==> src/rtl/div16_seq.sv <==
// div16_seq: multi-cycle unsigned restoring divider.
//
// Produces one quotient bit per clock by trial subtraction of the divisor
// from a shifted partial remainder. The ALU starts a divide with `start` and
// picks up the result on the one-cycle `done` pulse.
//
// Ports:
//   clk          system clock; all state changes on the rising edge
//   reset        synchronous, active-high; discards any divide in flight
//   start        request a divide; only honoured while busy=0
//   dividend     numerator, captured on the accepting edge only
//   divisor      denominator, captured on the accepting edge only
//   busy         high from the accepting edge until the cycle after done
//   done         one-cycle pulse; quotient/remainder/div_by_zero are final
//   quotient     floor(dividend / divisor); all ones on divide by zero
//   remainder    dividend mod divisor; the dividend on divide by zero
//   div_by_zero  set together with done when the divisor was zero
//
// Timing (WIDTH=16): accept at edge E0, iterations on E1..E16, done=1 in
// the cycle after E16, back to idle at E17. A zero divisor skips the
// iterations and signals done in the cycle right after E0.

module div16_seq #(
    parameter int WIDTH = 16
) (
    input  logic             clk,
    input  logic             reset,
    input  logic             start,
    input  logic [WIDTH-1:0] dividend,
    input  logic [WIDTH-1:0] divisor,
    output logic             busy,
    output logic             done,
    output logic [WIDTH-1:0] quotient,
    output logic [WIDTH-1:0] remainder,
    output logic             div_by_zero
);

    localparam int CNT_W = (WIDTH > 2) ? $clog2(WIDTH) : 1;

    localparam logic [1:0] ST_IDLE = 2'd0;
    localparam logic [1:0] ST_RUN  = 2'd1;
    localparam logic [1:0] ST_DONE = 2'd2;

    localparam logic [CNT_W-1:0] CNT_LAST = CNT_W'(WIDTH - 1);
    localparam logic [CNT_W-1:0] CNT_ONE  = CNT_W'(1);

    // One restoring step. The trial value is WIDTH+1 bits wide because the
    // partial remainder may already use its top bit (e.g. divisor 0xFFFF)
    // before the next dividend bit is shifted in. Returns {qbit, new_rem}.
    // Either branch fits in WIDTH bits: T-V < V and, when T < V, T < V.
    function automatic logic [WIDTH:0] restore_step(
        input logic [WIDTH-1:0] rem,
        input logic             next_bit,
        input logic [WIDTH-1:0] den
    );
        logic [WIDTH:0] trial;
        logic [WIDTH:0] diff;
        trial = {rem, next_bit};
        diff  = trial - {1'b0, den};
        if (trial >= {1'b0, den}) begin
            restore_step = {1'b1, diff[WIDTH-1:0]};
        end else begin
            restore_step = {1'b0, trial[WIDTH-1:0]};
        end
    endfunction

    logic [1:0]       state_r;
    logic [WIDTH-1:0] d_r;       // dividend shift register, MSB consumed first
    logic [WIDTH-1:0] v_r;       // captured divisor
    logic [WIDTH-1:0] r_r;       // partial remainder
    logic [WIDTH-1:0] q_r;       // quotient, bits enter at the LSB
    logic [CNT_W-1:0] cnt_r;
    logic             busy_r;
    logic             done_r;
    logic             dbz_r;

    logic [WIDTH:0]   step_s;
    logic             qbit_s;
    logic [WIDTH-1:0] rem_next_s;
    logic             last_iter_s;
    logic             accept_s;

    // Trial subtraction for the current iteration and handshake decodes.
    always_comb begin
        step_s      = restore_step(r_r, d_r[WIDTH-1], v_r);
        qbit_s      = step_s[WIDTH];
        rem_next_s  = step_s[WIDTH-1:0];
        last_iter_s = (cnt_r == CNT_LAST);
        if (state_r == ST_IDLE) begin
            accept_s = start;
        end else begin
            accept_s = 1'b0;
        end
    end

    // Control FSM and datapath registers; reset wins over everything.
    always_ff @(posedge clk) begin
        if (reset) begin
            state_r <= ST_IDLE;
            d_r     <= {WIDTH{1'b0}};
            v_r     <= {WIDTH{1'b0}};
            r_r     <= {WIDTH{1'b0}};
            q_r     <= {WIDTH{1'b0}};
            cnt_r   <= {CNT_W{1'b0}};
            busy_r  <= 1'b0;
            done_r  <= 1'b0;
            dbz_r   <= 1'b0;
        end else begin
            case (state_r)
                ST_IDLE: begin
                    if (accept_s) begin
                        d_r    <= dividend;
                        v_r    <= divisor;
                        cnt_r  <= {CNT_W{1'b0}};
                        busy_r <= 1'b1;
                        if (divisor == {WIDTH{1'b0}}) begin
                            // No iterations: present the saturated result now
                            // so it is ready on the done cycle.
                            state_r <= ST_DONE;
                            q_r     <= {WIDTH{1'b1}};
                            r_r     <= dividend;
                            dbz_r   <= 1'b1;
                            done_r  <= 1'b1;
                        end else begin
                            state_r <= ST_RUN;
                            q_r     <= {WIDTH{1'b0}};
                            r_r     <= {WIDTH{1'b0}};
                            dbz_r   <= 1'b0;
                            done_r  <= 1'b0;
                        end
                    end else begin
                        // Results from the last divide stay visible.
                        busy_r <= 1'b0;
                        done_r <= 1'b0;
                    end
                end

                ST_RUN: begin
                    r_r   <= rem_next_s;
                    q_r   <= {q_r[WIDTH-2:0], qbit_s};
                    d_r   <= {d_r[WIDTH-2:0], 1'b0};
                    cnt_r <= cnt_r + CNT_ONE;
                    if (last_iter_s) begin
                        state_r <= ST_DONE;
                        done_r  <= 1'b1;
                    end else begin
                        state_r <= ST_RUN;
                        done_r  <= 1'b0;
                    end
                    busy_r <= 1'b1;
                end

                ST_DONE: begin
                    // start is ignored here; the next request needs IDLE.
                    state_r <= ST_IDLE;
                    busy_r  <= 1'b0;
                    done_r  <= 1'b0;
                end

                default: begin
                    state_r <= ST_IDLE;
                    busy_r  <= 1'b0;
                    done_r  <= 1'b0;
                end
            endcase
        end
    end

    // Outputs come straight from registers.
    always_comb begin
        busy        = busy_r;
        done        = done_r;
        quotient    = q_r;
        remainder   = r_r;
        div_by_zero = dbz_r;
    end

endmodule

==> config.mk <==
export PLATFORM = sky130hd
export DESIGN_NAME = div16_seq
export DESIGN_NICKNAME = d
export VERILOG_FILES = /design/src/rtl/div16_seq.sv
export SDC_FILE = /design/constraint.sdc
export NUM_CORES = 1
export LEC_CHECK = 0
export ABC_CLOCK_PERIOD_IN_PS = 2600
export CAP_MARGIN = 10
export CORE_MARGIN = 4
export CORE_UTILIZATION = 48
export DETAILED_ROUTE_END_ITERATION = 16
export PLACE_DENSITY = 0.8
export SETUP_SLACK_MARGIN = 0.3
export SLEW_MARGIN = 10
export SYNTH_ARGS = -nofsm -noshare
export SYNTH_HDL_FRONTEND = slang
export SYNTH_SLANG_ARGS = --single-unit
==> constraint.sdc <==
create_clock -name clk -period 2.6 [get_ports clk]
set_input_delay 0.39 -clock clk [delete_from_list [all_inputs] [get_ports clk]]
set_output_delay 0.39 -clock clk [all_outputs]
set_load 0.1 [all_outputs]
Figure 1. Clock nets.
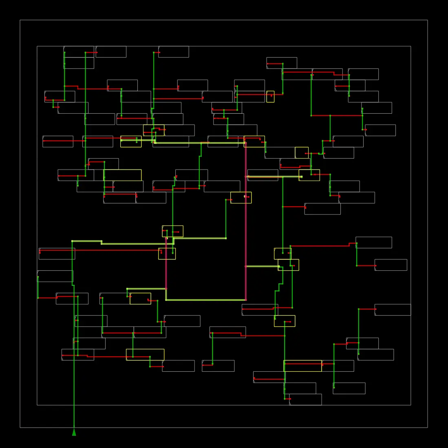
total of clock buffers placed in the layout: 12
clock group power: 0.00102 W
Flop Count: 73

Figure 2. Where the registers sit.
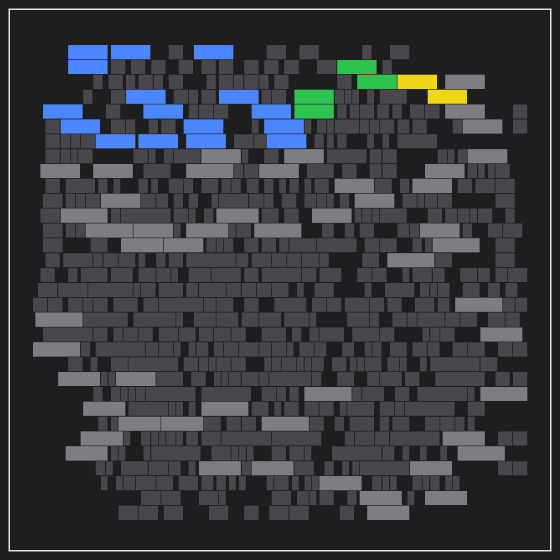
`quotient`: marked blue, placed flops 16. `state_r`: marked yellow, placed flops 2. `cnt_r`: marked green, placed flops 4, where top center.
Another 51 sequential cells are not colored.

==> summary.txt <==
Here are the numbers from the latest Yosys + OpenROAD run.

The layout overhead on the synthesized area is 42.69%. The combined global-route utilization of all metal layers came out at 23.99%. Counting endpoints that fail hold in the final report gives 0.

After the last flow step, the layout net total stands at 639. The maximum clock insertion buffer count came out at 2. The flow ran to the end, and the final reports show no timing, DRC or antenna violations. The number of buffers inserted by hold repair at cts came out at 0. The cell depth of the worst hold path came out at 2.

For this run, the chip area from Yosys synthesis comes to roughly 0.004 sq mm. The headroom to the max-slew limit came out at 60.18%. The initial DRC count came out at 309. According to the floorplan report, the total die area is approximately 0.0098 sq mm.

The instance tally after logic synthesis came out at between 400 and 500. The critical register-to-register path startpoint is remainder[1]$_SDFFE_PP0P_. The number of buffers added by the clock tree synthesis step is 9. Total power normalized to cell area comes to 782.6 mW/mm^2.

The worst reg-to-reg setup slack is 0.17 ns. The logic depth of the worst register-to-register path came out at 9. The setup TNS after final layout is 0 ns. The area of placed instances came out at 0.004887 sq mm. The post-synthesis mux area share is 2.591%.

The internal power consumption came out at 0.002704 W. The CTS sink count is 73. The level count of the clock H-tree is 3.

The final weighted congestion of routability-driven global placement came out at around 0.95. The proportion of synthesized chip area in sequential cells is 36.90%. The repair_antennas step left the layout with diodes totalling 0.

TritonCTS built the clock tree. The number of rows in the core area is 32. The setup fix buffers added after clock tree synthesis came out at 27.

The area taken by multi-input logic gates is 0.002591 sq mm. The tool warning count for the run is 29. The routed layout reports a DRC error count of 0. The startpoint class of the critical path is a flip-flop. The combinational group share of total power came out at around half.

The area fraction in full adders, half adders and majority gates came out at 5.877%. The minimum clock period came out at 2.427 ns. The area of the core came out at roughly 0.0079 sq mm.
Figure 3. Clock wires, drivers and flops.
The bar under the picture is 20 um long.
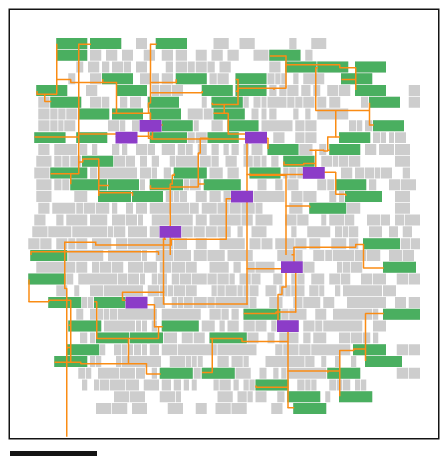
flip-flops: marked green, count 73. clock wires: marked orange, length 971 um. clock-net drivers: marked purple, count 9.
Position of the flops: widely spread. There are 10 routed clock nets.
clock tree skew after final layout: 0.007694 ns
clk_lat worst skew: 0.36 ns
power share of the clock group: 23.0%

==> critical path: stages, from the launching register on <==
cell	delay, ns
dfxtp_4	0.37
ha_1	0.31
and3_4	0.17
and3_4	0.18
a221o_1	0.34
a211oi_2	0.22
buf_4	0.18
buf_12	0.14
mux2i_2	0.26
a221oi_1	0.11
==> per-layer routing <==
| metal | share of wire [%] | track usage (%) | vias to the layer above | wire length, um |
|---|---|---|---|---|
| met4 | 2.1 | 6.933 | 0 | 253 |
| met1 | 43 | 31.91 | 1993 | 5184 |
| met3 | 5.3 | 5.025 | 27 | 636 |
| met2 | 49 | 39.26 | 149 | 5903 |
| met5 | 0 | 0 | - | 0 |
| li1 | - | - | 1998 | - |
==> how the worst max path moves through the flow <==
stage                                       endpoint                       start  cells after the start
after floorplan            remainder[0]$_SDFFE_PP0P_  remainder[12]$_SDFFE_PP0P_                      9
after global routing      remainder[12]$_SDFFE_PP0P_        d_r[15]$_SDFFE_PP0P_                     10
after global placement    remainder[12]$_SDFFE_PP0P_        d_r[15]$_SDFFE_PP0P_                     10
after detailed placement  remainder[12]$_SDFFE_PP0P_        d_r[15]$_SDFFE_PP0P_                     10
after CTS                 remainder[12]$_SDFFE_PP0P_        d_r[15]$_SDFFE_PP0P_                     10
final                      remainder[1]$_SDFFE_PP0P_   remainder[1]$_SDFFE_PP0P_                      9
==> cell usage after synthesis (6+ instances only) <==
| library cell | count | area [sq um] |
|---|---|---|
| a22oi_1 | 30 | 225.2 |
| ha_1 | 17 | 212.7 |
| a21oi_1 | 77 | 385.4 |
| buf_2 | 7 | 35.03 |
| a31oi_1 | 9 | 56.30 |
| mux2i_1 | 8 | 80.08 |
| inv_1 | 20 | 75.07 |
| clkbuf_1 | 30 | 112.6 |
| nand3_1 | 16 | 80.08 |
| nor2_1 | 17 | 63.81 |
| a211oi_1 | 10 | 75.07 |
| a221oi_1 | 6 | 52.55 |
| and3_1 | 12 | 75.07 |
| dfxtp_1 | 73 | 1461 |
| nand2_1 | 66 | 247.7 |
==> power groups by stage <==
stage                     logic (W)  registers (W)  clock network [W]
after floorplan            0.000977        0.00154                  0
after global placement      0.00167        0.00129                  0
after detailed placement    0.00169        0.00129                  0
after CTS                   0.00189        0.00127            0.00103
after global routing        0.00228        0.00128            0.00109
final                       0.00213        0.00127            0.00102
==> stage by stage <==
stage	worst slack, ns	power [W]	cells	hold slack, ns
global placement	0.09952	0.002956	642	0.4430
detailed placement	0.04431	0.002979	642	0.4468
CTS	0.1636	0.004184	685	0.4582
finish	0.1733	0.004422	693	0.4571
global route	0.07493	0.004644	693	0.4739
floorplan	-0.1004	0.002516	492	0.4363
==> registers in the layout (all words and copies together) (netlist names) <==
register	flops
remainder	16
d_r	16
busy	1
state_r	2
done	1
div_by_zero	1
quotient	16
cnt_r	4
v_r	16
==> final cells by class <==
type                       instances  share of cell area [%]
multi-input combinational        358                   45.86
timing repair buffer             124                   19.20
clock buffer                      12                   3.521
inverter                          20                   1.329
sequential                        73                   27.19
tap                              102                   2.259
clock inverter                     4                  0.6422
Power and IR drop assume default switching activity.
